--- src/rtl/acc_shift_reg_pkg.sv ---
`default_nettype none
// ============================================================================
//  Module      : acc_pkg
//  Description : Shared types and constants for the accumulator register
//                stage: FSM state encoding, shift-mode encoding and default
//                widths.
//  Ports       : none (package)
//  Revision    : 1.0 - initial release
// ============================================================================
package acc_pkg;

    localparam int ACC_W = 8;   // accumulator / data width
    localparam int SH_W  = 3;   // shift-amount field width

    typedef enum logic {
        IDLE  = 1'b0,
        SHIFT = 1'b1
    } acc_state_t;

    typedef enum logic [1:0] {
        SH_LOG = 2'd0,          // logical
        SH_ARI = 2'd1,          // arithmetic (right only; left behaves as logical)
        SH_ROT = 2'd2,          // rotate
        SH_RTC = 2'd3           // rotate through carry
    } sh_mode_t;

endpackage : acc_pkg
`default_nettype wire

--- src/rtl/acc_shift1.sv ---
`default_nettype none
// ============================================================================
//  Module      : acc_shift1
//  Description : Purely combinational single-bit shifter/rotator for the
//                accumulator. Produces the accumulator and carry values after
//                one shift step in the requested direction and mode.
//  Ports       : acc        - current accumulator
//                carry      - current carry flag
//                dir        - 0 = left, 1 = right
//                mode       - shift mode (logical/arith/rotate/rotate-thru-C)
//                acc_next   - accumulator after one step
//                carry_next - carry after one step (the bit shifted out)
//  Revision    : 1.0 - initial release
// ============================================================================
module acc_shift1
    import acc_pkg::*;
#(
    parameter int W = ACC_W
) (
    input  logic [W-1:0] acc,
    input  logic         carry,
    input  logic         dir,
    input  sh_mode_t     mode,
    output logic [W-1:0] acc_next,
    output logic         carry_next
);

    logic w_fill;

    always_comb begin
        w_fill     = 1'b0;
        acc_next   = acc;
        carry_next = carry;
        if (!dir) begin
            // Left: MSB leaves into carry, fill enters at bit 0.
            // Arithmetic left is identical to logical left.
            case (mode)
                SH_ROT:  w_fill = acc[W-1];
                SH_RTC:  w_fill = carry;
                default: w_fill = 1'b0;
            endcase
            carry_next = acc[W-1];
            acc_next   = {acc[W-2:0], w_fill};
        end else begin
            // Right: LSB leaves into carry, fill enters at the MSB.
            case (mode)
                SH_ARI:  w_fill = acc[W-1];
                SH_ROT:  w_fill = acc[0];
                SH_RTC:  w_fill = carry;
                default: w_fill = 1'b0;
            endcase
            carry_next = acc[0];
            acc_next   = {w_fill, acc[W-1:1]};
        end
    end

endmodule : acc_shift1
`default_nettype wire

--- src/rtl/acc_shift_reg.sv ---
`default_nettype none
// ============================================================================
//  Module      : acc_shift_reg
//  Description : CPU accumulator register stage. Loads from the LUT constant,
//                data memory or ALU (fixed priority), performs multi-cycle
//                shift/rotate one bit per clock with a busy/done handshake,
//                and provides carry/zero/negative flags.
//  Ports       : clk, rst_n               - clock, async active-low reset
//                lut_ld / lut_value       - load from accumulator LUT
//                mem_ld / mem_data        - load from data memory
//                alu_ld / alu_result /
//                alu_carry                - load from ALU (also writes carry)
//                sh_start / sh_dir /
//                sh_mode / sh_amt         - shift request
//                acc, carry, zero, neg    - accumulator and flags
//                busy                     - shift in progress
//                done                     - one-cycle pulse at shift end
//                ld_err                   - one-cycle pulse, request dropped
//  Revision    : 1.0 - initial release
// ============================================================================
module acc_shift_reg
    import acc_pkg::*;
#(
    parameter int W   = ACC_W,
    parameter int SHW = SH_W
) (
    input  logic           clk,
    input  logic           rst_n,
    input  logic           lut_ld,
    input  logic [W-1:0]   lut_value,
    input  logic           mem_ld,
    input  logic [W-1:0]   mem_data,
    input  logic           alu_ld,
    input  logic [W-1:0]   alu_result,
    input  logic           alu_carry,
    input  logic           sh_start,
    input  logic           sh_dir,
    input  logic [1:0]     sh_mode,
    input  logic [SHW-1:0] sh_amt,
    output logic [W-1:0]   acc,
    output logic           carry,
    output logic           zero,
    output logic           neg,
    output logic           busy,
    output logic           done,
    output logic           ld_err
);

    // ------------------------------------------------------------------
    // State and datapath registers
    // ------------------------------------------------------------------
    acc_state_t     r_state;
    logic [W-1:0]   r_acc;
    logic           r_carry;
    logic [SHW-1:0] r_count;
    logic           r_dir;
    sh_mode_t       r_mode;
    logic           r_last;     // final shift step happened on the last edge
    logic           r_done;
    logic           r_ld_err;

    acc_state_t     w_state_nx;
    logic [W-1:0]   w_acc_nx;
    logic           w_carry_nx;
    logic [SHW-1:0] w_count_nx;
    logic           w_dir_nx;
    sh_mode_t       w_mode_nx;
    logic           w_last_nx;
    logic           w_done_nx;
    logic           w_ld_err_nx;

    logic [W-1:0]   w_sh_acc;
    logic           w_sh_carry;

    // ------------------------------------------------------------------
    // Single-step shifter, driven by the latched direction/mode
    // ------------------------------------------------------------------
    acc_shift1 #(
        .W (W)
    ) u_shift1 (
        .acc        (r_acc),
        .carry      (r_carry),
        .dir        (r_dir),
        .mode       (r_mode),
        .acc_next   (w_sh_acc),
        .carry_next (w_sh_carry)
    );

    // ------------------------------------------------------------------
    // Next-state / datapath logic
    // ------------------------------------------------------------------
    always_comb begin
        w_state_nx  = r_state;
        w_acc_nx    = r_acc;
        w_carry_nx  = r_carry;
        w_count_nx  = r_count;
        w_dir_nx    = r_dir;
        w_mode_nx   = r_mode;
        w_last_nx   = 1'b0;
        // done follows the final shift step by one cycle, so an N-bit shift
        // reports completion N+1 edges after it was accepted.
        w_done_nx   = r_last;
        w_ld_err_nx = 1'b0;

        case (r_state)
            IDLE: begin
                if (lut_ld) begin
                    w_acc_nx    = lut_value;
                    w_ld_err_nx = mem_ld | alu_ld | sh_start;
                end else if (mem_ld) begin
                    w_acc_nx    = mem_data;
                    w_ld_err_nx = alu_ld | sh_start;
                end else if (alu_ld) begin
                    w_acc_nx    = alu_result;
                    w_carry_nx  = alu_carry;
                    w_ld_err_nx = sh_start;
                end else if (sh_start) begin
                    if (sh_amt != '0) begin
                        // Accepting edge only latches the request; the first
                        // bit moves on the following edge.
                        w_state_nx = SHIFT;
                        w_dir_nx   = sh_dir;
                        w_mode_nx  = sh_mode_t'(sh_mode);
                        w_count_nx = sh_amt;
                    end else begin
                        // Zero-length shift completes immediately.
                        w_done_nx = 1'b1;
                    end
                end
            end

            SHIFT: begin
                w_acc_nx    = w_sh_acc;
                w_carry_nx  = w_sh_carry;
                w_count_nx  = r_count - SHW'(1);
                w_ld_err_nx = lut_ld | mem_ld | alu_ld | sh_start;
                if (r_count == SHW'(1)) begin
                    w_state_nx = IDLE;
                    w_last_nx  = 1'b1;
                end
            end

            default: begin
                w_state_nx = IDLE;
            end
        endcase
    end

    // ------------------------------------------------------------------
    // Registers
    // ------------------------------------------------------------------
    always_ff @(posedge clk or negedge rst_n) begin
        if (!rst_n) begin
            r_state  <= IDLE;
            r_acc    <= '0;
            r_carry  <= 1'b0;
            r_count  <= '0;
            r_dir    <= 1'b0;
            r_mode   <= SH_LOG;
            r_last   <= 1'b0;
            r_done   <= 1'b0;
            r_ld_err <= 1'b0;
        end else begin
            r_state  <= w_state_nx;
            r_acc    <= w_acc_nx;
            r_carry  <= w_carry_nx;
            r_count  <= w_count_nx;
            r_dir    <= w_dir_nx;
            r_mode   <= w_mode_nx;
            r_last   <= w_last_nx;
            r_done   <= w_done_nx;
            r_ld_err <= w_ld_err_nx;
        end
    end

    // ------------------------------------------------------------------
    // Outputs
    // ------------------------------------------------------------------
    assign acc    = r_acc;
    assign carry  = r_carry;
    assign zero   = (r_acc == '0);
    assign neg    = r_acc[W-1];
    assign busy   = (r_state == SHIFT);
    assign done   = r_done;
    assign ld_err = r_ld_err;

endmodule : acc_shift_reg
`default_nettype wire

--- config.mk ---
export PLATFORM = sky130hd
export DESIGN_NAME = acc_shift_reg
export DESIGN_NICKNAME = d
export VERILOG_FILES = /design/src/rtl/acc_shift_reg_pkg.sv /design/src/rtl/acc_shift1.sv /design/src/rtl/acc_shift_reg.sv
export SDC_FILE = /design/constraint.sdc
export NUM_CORES = 1
export LEC_CHECK = 0
export ABC_AREA = 1
export CORE_MARGIN = 2
export CORE_UTILIZATION = 44
export DETAILED_ROUTE_END_ITERATION = 16
export GPL_ROUTABILITY_DRIVEN = 0
export PLACE_DENSITY = 0.82
export SLEW_MARGIN = 20
export SYNTH_ARGS = -nofsm -noshare
export SYNTH_HDL_FRONTEND = slang
export SYNTH_SLANG_ARGS = --single-unit
export TNS_END_PERCENT = 100
--- constraint.sdc ---
create_clock -name clk -period 1.3 [get_ports clk]
set_input_delay 0.325 -clock clk [delete_from_list [all_inputs] [get_ports clk]]
set_output_delay 0.325 -clock clk [all_outputs]
set_load 0.05 [all_outputs]
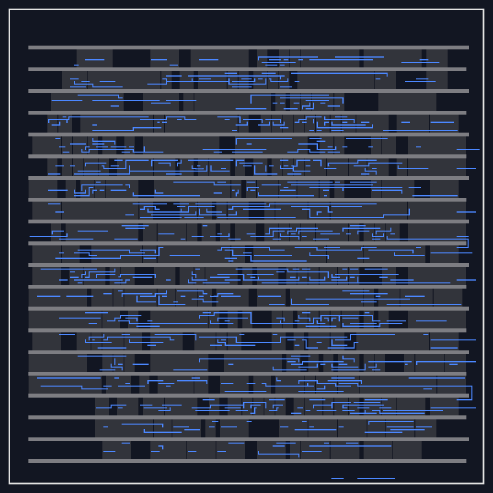
*M1 wires, run 1*
Scale: 8 px per um. Supply wires on this layer in grey. Cells faint in the background.
share of all routed wire	37%
longest straight run	23.5 um
wire length on this layer	1570 um
nets with wire on the layer	282
main direction	horizontal

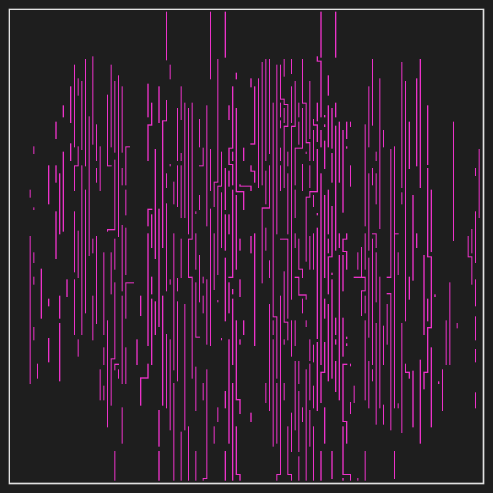
*The metal 2 layer, run 1*
Scale: 8 px per um.
main direction	vertical
share of all routed wire	55%
longest straight run	32.6 um
Total Wirelength: 4220 um
via count: 1574
met2 Use GR: 49.7%

==> flow_metrics.tcl, run 1 <==
# yosys + openroad results
set metrics [dict create \
    status "complete, but fails checks" \
    violations "negative setup slack" \
    cp_top_family "flip-flops" \
    io_pins 51 \
    grt_pass1_vias 1537 \
    leakagePower_nw 1.16 \
    placed_cell_area_sq_mm 0.00219 \
    flop-count 19 \
    antenna_found_initial 0 \
    ys_ff 19 \
    wl_met2_um 2330 \
    comb_area_share_pct 31.8 \
    worst_r2r_path_depth 6 \
    tap_cells 31 \
    grt.busiest_layer "met2" \
    cts_buffers 3 \
    yosys_warnings 0 \
    fp-utilization_pct 47.2 \
    worstSetupEndpointType "primary output" \
    fin_cells 303 \
    synthFlopType "dfrtp_1" \
    std_cell_rows 19 \
    setup_slack_ns -0.385 \
    seq_area_sq_um 484 \
    finClkSkew_ns 0.00126 \
    dp.cells 292 \
    largestClassByArea "non-clock buffers" \
    crit_chain "inv_2, nand4_1, nor4_4, buf_12" \
    num_antenna_cells 0 \
    synthTopCellsByArea "dfrtp_1, nand2_1, nor2_1" \
    syn_inst 194 \
    grt_pass1_wl_um 6840 \
    nets 312 \
    critPathBufInv 2 \
    hpwl_um 3130 \
    required_ns 0.98 \
    top_area_share_pct 35.6 \
    path_max_fanout 2 \
    die_w_um 59.1 \
    clockNetworkAreaShare_pct 1.29 \
    drt_first_iter_violations 69 \
    clk_latency_ns 0.31 \
    fmax_mhz 594 \
    yosys.area.top_type "dfrtp_1" \
    ys_seq_share_pct 35.6 \
    layout.nonclk_buf_share_pct 40.4 \
    fp_nets 233 \
    dr_wl_met3_um 252 \
    cpMaxStageDelayCell "dfrtp_2" \
    slew-limit-headroom_pct 82.9 \
    topCombFamilyByArea "simple AND/OR/NAND/NOR gates" \
    clk_pin_slew_ns 0.12 \
    final_max_slew_viol_count 0 \
    cts_num_sinks 19 \
    fin_crit_sh_pct 130 \
    ys_async_sr_fraction_pct 100 \
    avgSynthCellArea_sq_um 6.88 \
    synth_top_cell_by_count "nand2_1" \
    path_depth 4 \
    hold_viol 0 \
    criticalPathCategory "flop to primary output" \
    cts_hold_buffers 0 \
    met1Wirelength_um 1570 \
    coreArea_sq_mm 0.00283 \
    rsz0062_at_grt "yes" \
    setup_viol 11 \
    yosys_cells 194 \
    fa_ha_area_share_pct 1.87 \
    fp.dieH_um 59.1 \
    viasPerCell 5.19 \
    vdd_drop_max_v 0.00156 \
    critPathLaunchType "flop" \
    min_period_ns 1.68 \
    combGateArea_sq_um 742 \
    grt_start_max_net_pins 20 \
    top_cells_by_count "nand2_1, nor2_1, inv_1, dfrtp_1, nand3_1" \
    grtUsageTotal_pct 26.0 \
    nFillCells 178 \
    signal_buffers 81 \
    gr-usage-met1_pct 29.6 \
    grt-ovfl-total 0 \
    seq_share_pct 20.8 \
    n_all_inverters 24 \
    postRouteAntennaNets 0 \
    cts_tree "done" \
    ys_sh_aoi_pct 12.7 \
    cp.arrival_ns 1.36 \
    drive_gt1_share_pct 29.0 \
    wl_per_cell_um 13.9 \
    dr.pass1.iters 5 \
    mux_area_share_pct 0 \
    clock_path_buffers 2 \
    num-multi-input-gates 144 \
    p_per_area_mw_per_mm2 2280 \
    tightestPinTransition_ns 0.254 \
    htree_levels 1 \
    cpPeakStageDelay_ns 0.45 \
    warning_count 30 \
    edf_count 0 \
    syn_area_sq_mm 0.00134 \
]
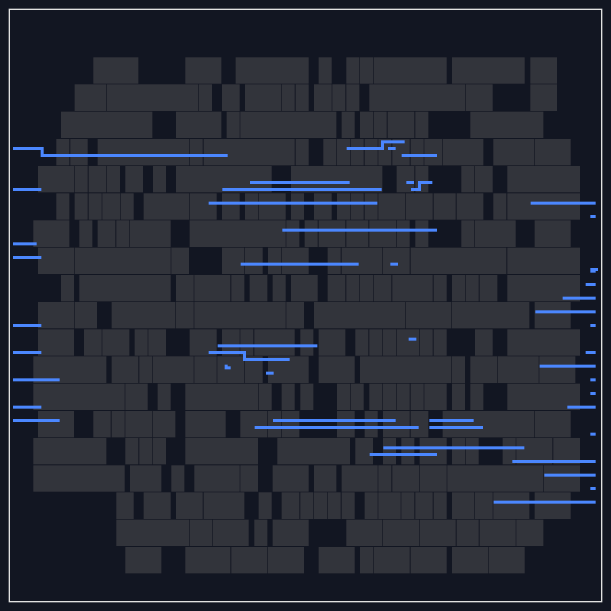
*Signal wires on met3, run 1*
Scale: 10 px per um. Cells faint in the background.
longest straight run	18.4 um
share of all routed wire	6.0%
M3 GR Usage: 4.37%

run 1: worst paths after layout:
check	startpoint	to	slack (ns)
max	acc[6]$_DFFE_PN0P_	zero	-0.38
min	rst_n	acc[6]$_DFFE_PN0P_	0.35
max reg2reg	acc[4]$_DFFE_PN0P_	acc[5]$_DFFE_PN0P_	0.05
min reg2reg	r_last$_DFF_PN0_	done$_DFF_PN0_	0.48
max in group asynchronous	rst_n	busy$_DFF_PN0_	0.72
min in group clk	mem_ld	ld_err$_DFF_PN0_	0.48
run 1: layout by cell type (no fill, tap or decap), drive strengths merged, types with 6 or more instances in the layout:
| master | n |
|---|---|
| inv | 23 |
| or2 | 6 |
| a21oi | 12 |
| dfrtp | 19 |
| nand2 | 52 |
| clkdlybuf4s50 | 34 |
| nor2 | 31 |
| nand3 | 20 |
| buf | 45 |
| o21ai | 6 |
| o211ai | 6 |
run 1: flip-flops by register name, summed over array words and instances (netlist names):
signal   cells
acc          8
r_count      3
r_mode       2
busy         1
carry        1
done         1
ld_err       1
r_dir        1
r_last       1
run 1: per-stage QoR:
step                      total power, mW  TNS, ns  setup slack [ns]  hold WS, ns  util, %
after floorplan                      2.96   -0.383            -0.383       0.0294        -
after global placement               4.55    -4.63            -0.290        0.440     77.3
after detailed placement             4.64    -5.17            -0.343        0.444     77.3
after CTS                            5.06   -0.761            -0.375        0.367     79.3
after global routing                 5.62    -1.21            -0.433        0.370     82.4
final                                5.32   -0.887            -0.385        0.349     82.4
run 1: report_power, final:
part	leakage (nW)	internal (mW)	switching [mW]	total [mW]
sequential	0.216	0.884	0.331	1.21
combinational	0.927	1.84	1.94	3.78
clock	0.0139	0.118	0.210	0.327
run 1: timing repair:
action,4_1_cts,5_1_grt
pin swaps,2,6
resized,5,16
buffers inserted,1,7
endpoints found under the setup margin,12,28
==> run 1 -> run 2 <==
--- a/config.mk
+++ b/config.mk
@@ -5,9 +5,8 @@
 export SDC_FILE = /design/constraint.sdc
 export NUM_CORES = 1
 export LEC_CHECK = 0
-export ABC_AREA = 1
-export CORE_MARGIN = 2
-export CORE_UTILIZATION = 44
+export CORE_MARGIN = 5
+export CORE_UTILIZATION = 43
 export DETAILED_ROUTE_END_ITERATION = 16
 export GPL_ROUTABILITY_DRIVEN = 0
 export PLACE_DENSITY = 0.82
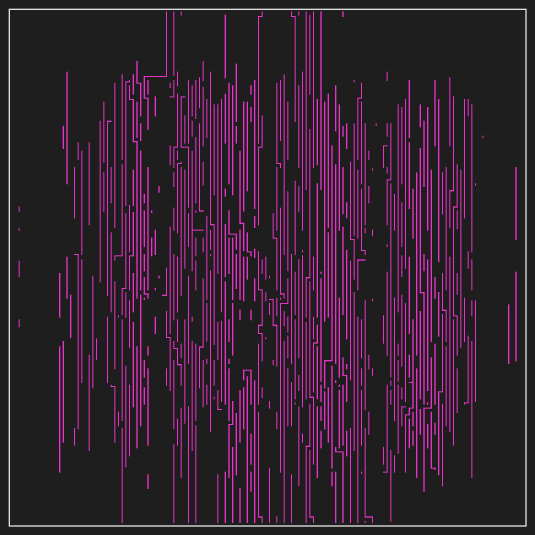
*The metal 2 layer, run 2*
Scale: 8 px per um.
nets with wire on the layer	253
main direction	vertical
longest straight run	27.4 um
wire length on this layer	3250 um
Total Wirelength: 6600 um
via count: 1606
met2 Use GR: 44.1%

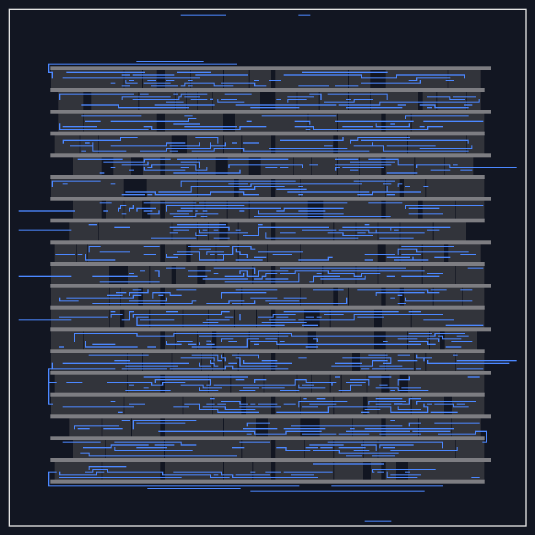
*M1 wires, run 2*
Scale: 8 px per um. Supply wires on this layer in grey. Cells faint in the background.
longest straight run	31.3 um
wire length on this layer	2500 um
nets with wire on the layer	238
main direction	horizontal

==> flow_metrics.tcl, run 2 <==
# yosys + openroad results
set metrics [dict create \
    finClkSkew_ns 0.0548 \
    yosys.area.top_type "dfrtp_1" \
    fp-utilization_pct 45.4 \
    clock_path_buffers 2 \
    setup_viol 29 \
    critPathLaunchType "flop" \
    yosys_cells 137 \
    io_pins 51 \
    grtUsageTotal_pct 26.1 \
    rr_startpoint "busy$_DFF_PN0_" \
    cts_num_sinks 19 \
    violations "negative setup slack" \
    final_common_cell "clkdlybuf4s50_1" \
    worstSetupEndpointType "primary output" \
    io_buffers 50 \
    clk_pin_slew_ns 0.17 \
    ys_sh_aoi_pct 17.1 \
    nets 268 \
    topCombFamilyByArea "multiplexers" \
    slew-limit-headroom_pct 76.8 \
    postRouteAntennaNets 0 \
    std_cell_rows 19 \
    worst_r2r_path_depth 6 \
    hold_viol 0 \
    criticalPathCategory "flop to primary output" \
    seqPwrFrac_pct 19.0 \
    die_w_um 64.4 \
    syn_inst 137 \
    synth_top_cell_by_count "nand2_1" \
    cp.arrival_ns 1.67 \
    antenna_found_initial 0 \
    syn_area_sq_mm 0.00127 \
    coreArea_sq_mm 0.00281 \
    vdd_drop_max_v 0.00232 \
    clk_latency_ns 0.36 \
    p_switching_mw 2.93 \
    yosys_warnings 0 \
    worstReg2RegEnd "r_count[0]$_DFFE_PN0P_" \
    clkPwrFrac_pct 5.9 \
    die_area_sq_mm 0.00415 \
    setup_slack_ns -0.690 \
    totalPowerFinal_mw 6.26 \
    status "complete, but fails checks" \
    intPower_mw 3.33 \
    rsz0062_at_grt "yes" \
    viasPerCell 6.20 \
    reg2reg_slack_ns -0.23 \
    post-place-ws_ns -0.692 \
    powerComb_mw 4.70 \
    grt_pass1_wl_um 8210 \
    num_antenna_cells 0 \
    ys_ff 19 \
    crit_start "acc[3]$_DFFE_PN0P_" \
    fp_nets 176 \
    top_area_share_pct 37.4 \
    drive_gt1_share_pct 53.1 \
    required_ns 0.98 \
    edf_count 0 \
    largest_register_ffs 8 \
    top_power_group "combinational logic" \
    dr.pass1.iters 4 \
    leakagePower_nw 1.13 \
    endpoint "zero" \
    grt-ovfl-total 0 \
    drc 0 \
    switching_share_pct 46.8 \
    mux_area_share_pct 18.6 \
    pg_clk_uw 366 \
    ys_async_sr_fraction_pct 100 \
    power_sequential_mw 1.19 \
    htree_levels 1 \
    fp.dieH_um 64.4 \
    avgSynthCellArea_sq_um 9.29 \
    final_max_slew_viol_count 0 \
    grt_pass1_vias 1621 \
    hpwl_um 3240 \
    pwr-share-comb_pct 75.1 \
    fin_crit_sh_pct 153 \
    min_period_ns 1.99 \
    fa_ha_area_share_pct 1.97 \
    drt_first_iter_violations 133 \
    lay_top_cells "clkdlybuf4s50_1, buf_4, buf_12" \
    synthFlopType "dfrtp_1" \
    wl_per_cell_um 25.5 \
    ys_seq_share_pct 37.4 \
    synthTopCellsByArea "dfrtp_1, nand2_1, mux2i_1" \
]
[run 2: netlist changes by cell type in the layout (fill, tap and decap cells not counted), sizes merged, moves of 6 or more]
cell	change
nor2	-26
o211ai	-6
nand3	-19
inv	-17
or2	-6
nand2	-26
mux2i	+9
mux2	+13
buf	+14
[run 2: routing by layer]
layer / share of wire, % / vias up / routed length (um) / GRT usage (%)
li1: - / 673 / - / -
met1: 38 / 780 / 2500 / 30.5
met2: 49 / 115 / 3250 / 44.1
met3: 7.9 / 38 / 521 / 6.30
met4: 5.0 / 0 / 329 / 14.0
met5: 0 / - / 0 / 0
[run 2: cell type report]
| type | instances | area [sq um] |
|---|---|---|
| well taps | 31 | 38.8 |
| flip-flops and latches | 19 | 485 |
| clock buffers | 3 | 22.5 |
| inverters | 6 | 27.5 |
| repair buffers | 96 | 1130 |
| multi-input cells | 103 | 910 |
| fillers | 84 | 185 |
| clock inverters | 1 | 5.00 |
[run 2: metrics by stage]
| step | cell area, sq um | setup TNS [ns] | utilization, % | hold slack, ns | cells |
|---|---|---|---|---|---|
| after floorplan | 1320 | -2.06 | - | 0.0294 | 137 |
| after global placement | 2100 | -9.18 | 75.0 | 0.411 | 232 |
| after detailed placement | 2100 | -10.14 | 75.0 | 0.444 | 232 |
| after CTS | 2370 | -2.10 | 84.5 | 0.330 | 247 |
| after global routing | 2620 | -4.65 | 93.4 | 0.317 | 259 |
| final | 2620 | -3.42 | 93.4 | 0.311 | 259 |
[run 2: timing repair]
action                     4_1_cts  5_1_grt
gates resized                   41       37
setup endpoints to repair       28       28
pin swaps                       12       18
gates cloned                     1        1
hold buffers                     0        0
setup buffers                   11       16
[run 2: critical path, stage by stage, from the launching register on]
cell and delay, ns:
dfrtp_2 0.45, or4_4 0.57, nor2_4 0.13, buf_12 0.14
==> run 2 -> run 3 <==
==> constraint.sdc (replaced) <==
create_clock -name clk -period 2.2 [get_ports clk]
set_input_delay 0.55 -clock clk [delete_from_list [all_inputs] [get_ports clk]]
set_output_delay 0.55 -clock clk [all_outputs]
set_load 0.05 [all_outputs]
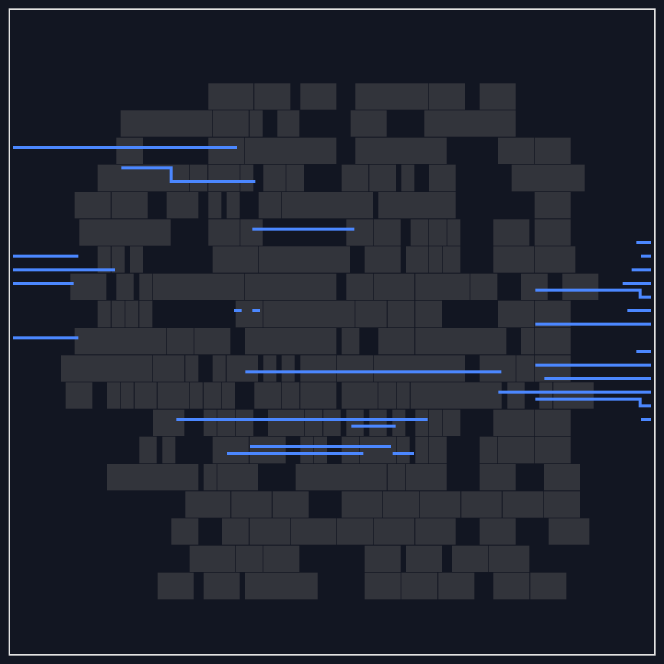
*Signal wires on met3, run 3*
Scale: 10 px per um. Cells faint in the background.
wire length on this layer	240 um
longest straight run	25.3 um

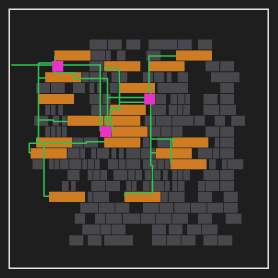
*Routed clock nets over the placement, run 3*
Scale: 4 px per um.
[orange] flip-flops | count: 19
[magenta] clock-net drivers | count: 3
[green] clock wires | length: 247 um
routed clock nets	4
clk pwr: 179 uW
clk_lat worst skew: 0.31 ns

==> flow_metrics.tcl, run 3 <==
# yosys + openroad results
set metrics [dict create \
    p_per_area_mw_per_mm2 1200 \
    hold_viol 0 \
    fin_crit_sh_pct 97.6 \
    topCombFamilyByArea "multiplexers" \
    crit_start "acc[4]$_DFFE_PN0P_" \
    dp.cells 217 \
    drt_first_iter_violations 38 \
    fp-utilization_pct 45.4 \
    drive_gt1_share_pct 17.8 \
    top_area_share_pct 37.4 \
    io_buffers 50 \
    largest_register_ffs 8 \
    yosys.area.top_type "dfrtp_1" \
    finClkSkew_ns 0.0134 \
    leakagePower_nw 0.821 \
    grt_pass1_vias 1235 \
    post-place-ws_ns -0.00276 \
    wl_per_cell_um 15.5 \
    synthFlopType "dfrtp_1" \
    cp.arrival_ns 1.60 \
    grt.busiest_layer "met2" \
    nets 231 \
    worstSetupEndpointType "primary output" \
    path_max_fanout 5 \
    status "finished clean" \
    grt_use_met2_pct 32.6 \
    p_switching_mw 1.13 \
    slew-limit-headroom_pct 63.0 \
    rsz0062_at_grt "no" \
    warning_count 27 \
    min_period_ns 2.15 \
    cts_tree "done" \
    top_cells_by_count "nand2_1, dfrtp_1, a21oi_1, mux2i_1, mux2_2" \
    fa_ha_area_share_pct 1.97 \
    cpMaxStageDelayCell "clkdlybuf4s50_1" \
    yosys_cells 137 \
    switching_share_pct 49.6 \
    clock_path_buffers 2 \
    fmax_mhz 466 \
    syn_area_sq_mm 0.00127 \
    final_common_cell "clkdlybuf4s50_1" \
    critPathLaunchType "flop" \
    syn_inst 137 \
    hpwl_um 2790 \
    gr-usage-met1_pct 21.2 \
    io_pins 51 \
    final_max_slew_viol_count 0 \
    die_w_um 64.4 \
    yosys_warnings 0 \
    grt_use_met3_pct 4.38 \
    cp_top_family "buffers and inverters" \
    criticalPathCategory "flop to primary output" \
    met1Wirelength_um 1340 \
    ys_sh_aoi_pct 17.1 \
    dr.pass1.iters 4 \
    postRouteAntennaNets 0 \
    num_antenna_cells 0 \
    vdd_drop_max_v 0.000693 \
    grt_start_max_net_pins 29 \
    via_count 1222 \
    htree_levels 1 \
    seqPwrFrac_pct 31.8 \
    wl_met2_um 1830 \
    setup_slack_ns 0.0529 \
    critPathBufInv 1 \
    fp.dieH_um 64.4 \
    grt_pass1_wl_um 5850 \
    crit_chain "clkdlybuf4s50_1" \
    placed_cell_area_sq_mm 0.00184 \
    mux_area_share_pct 18.6 \
    cts_hold_buffers 0 \
    antenna_found_initial 0 \
    edf_count 0 \
    coreArea_sq_mm 0.00281 \
    rr_startpoint "r_dir$_DFFE_PN0P_" \
    hp-start "r_last$_DFF_PN0_" \
    highest_layer "met4" \
    die_area_sq_mm 0.00415 \
    ys_seq_share_pct 37.4 \
]
## run 3: cell counts after synthesis
Identical to the previous run, type by type.
## run 3: cell families (layout without fill, tap and decap cells)
kind of cell               after synthesis  after routing
and+or+nand+nor                         42             42
AOI/OAI and AO/OA                       36             36
muxes                                   22             22
DFF                                     19             19
buffers and inverters                   15             69
adders and majority gates                2              2
xor gates and xnor gates                 1              1
## run 3: layout make-up
cell class                 count  area (sq um)
sequential                    19           475
multi-input combinational    103           726
clock buffer                   3          22.5
clock inverter                 1          5.00
tap                           31          38.8
timing repair buffer          59           603
inverter                       6          22.5
fill                         221           912
## run 3: what timing repair did
item,4_1_cts,5_1_grt
resized,0,6
buffers inserted,0,1
setup endpoints to repair,0,4
## run 3: power groups by stage
| stage | Sequential [mW] | Clock [mW] | Combinational, mW |
|---|---|---|---|
| 4_1_cts | 0.718 | 0.188 | 1.36 |
| 2_1_floorplan | 1.00 | 0 | 0.620 |
| 6_report | 0.724 | 0.179 | 1.38 |
| 5_1_grt | 0.756 | 0.201 | 1.49 |
| 3_5_place_dp | 0.726 | 0 | 1.35 |
| 3_3_place_gp | 0.719 | 0 | 1.32 |
## run 3: worst register-to-register path, delay by kind of cell, from the launching register on
family	cells	cell delay (ns)
DFF	1	0.71
and+or+nand+nor	2	0.20
AOI/OAI and AO/OA	2	0.43
## run 3: path summary, 6_finish.rpt
check,end,slack (ns),cells past startpoint
setup / recovery,acc[4],0.05,1
hold / removal,done$_DFF_PN0_,0.46,1
setup reg to reg,acc[7]$_DFFE_PN0P_,0.79,4
hold reg to reg,done$_DFF_PN0_,0.46,1
max in group asynchronous,r_count[2]$_DFFE_PN0P_,1.42,2
min in group asynchronous,acc[4]$_DFFE_PN0P_,0.56,2

==> notes/layouts.md <==
Pictures saved along the way, in no particular order.

Congestion heat map.
(a)
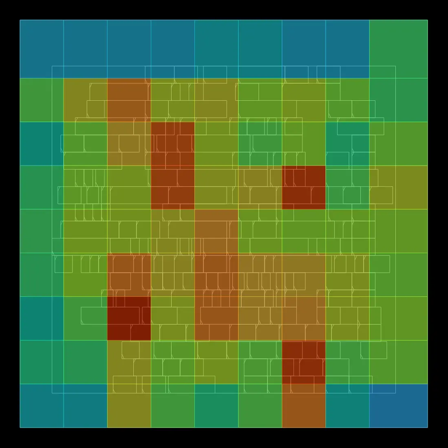
(b)
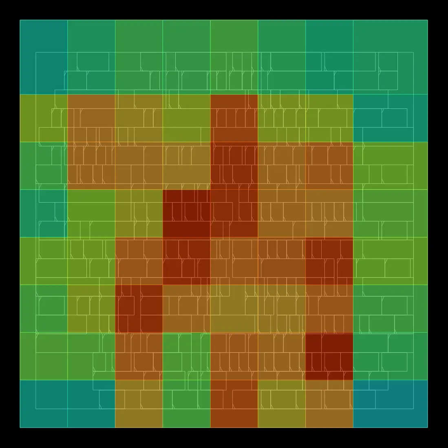
(c)
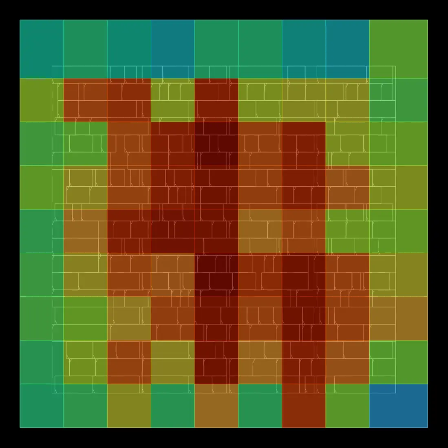
run 3 -> (a)
run 2 -> (c)
run 1 -> (b)

No activity file was given, so power comes from the tool's default toggle rates.
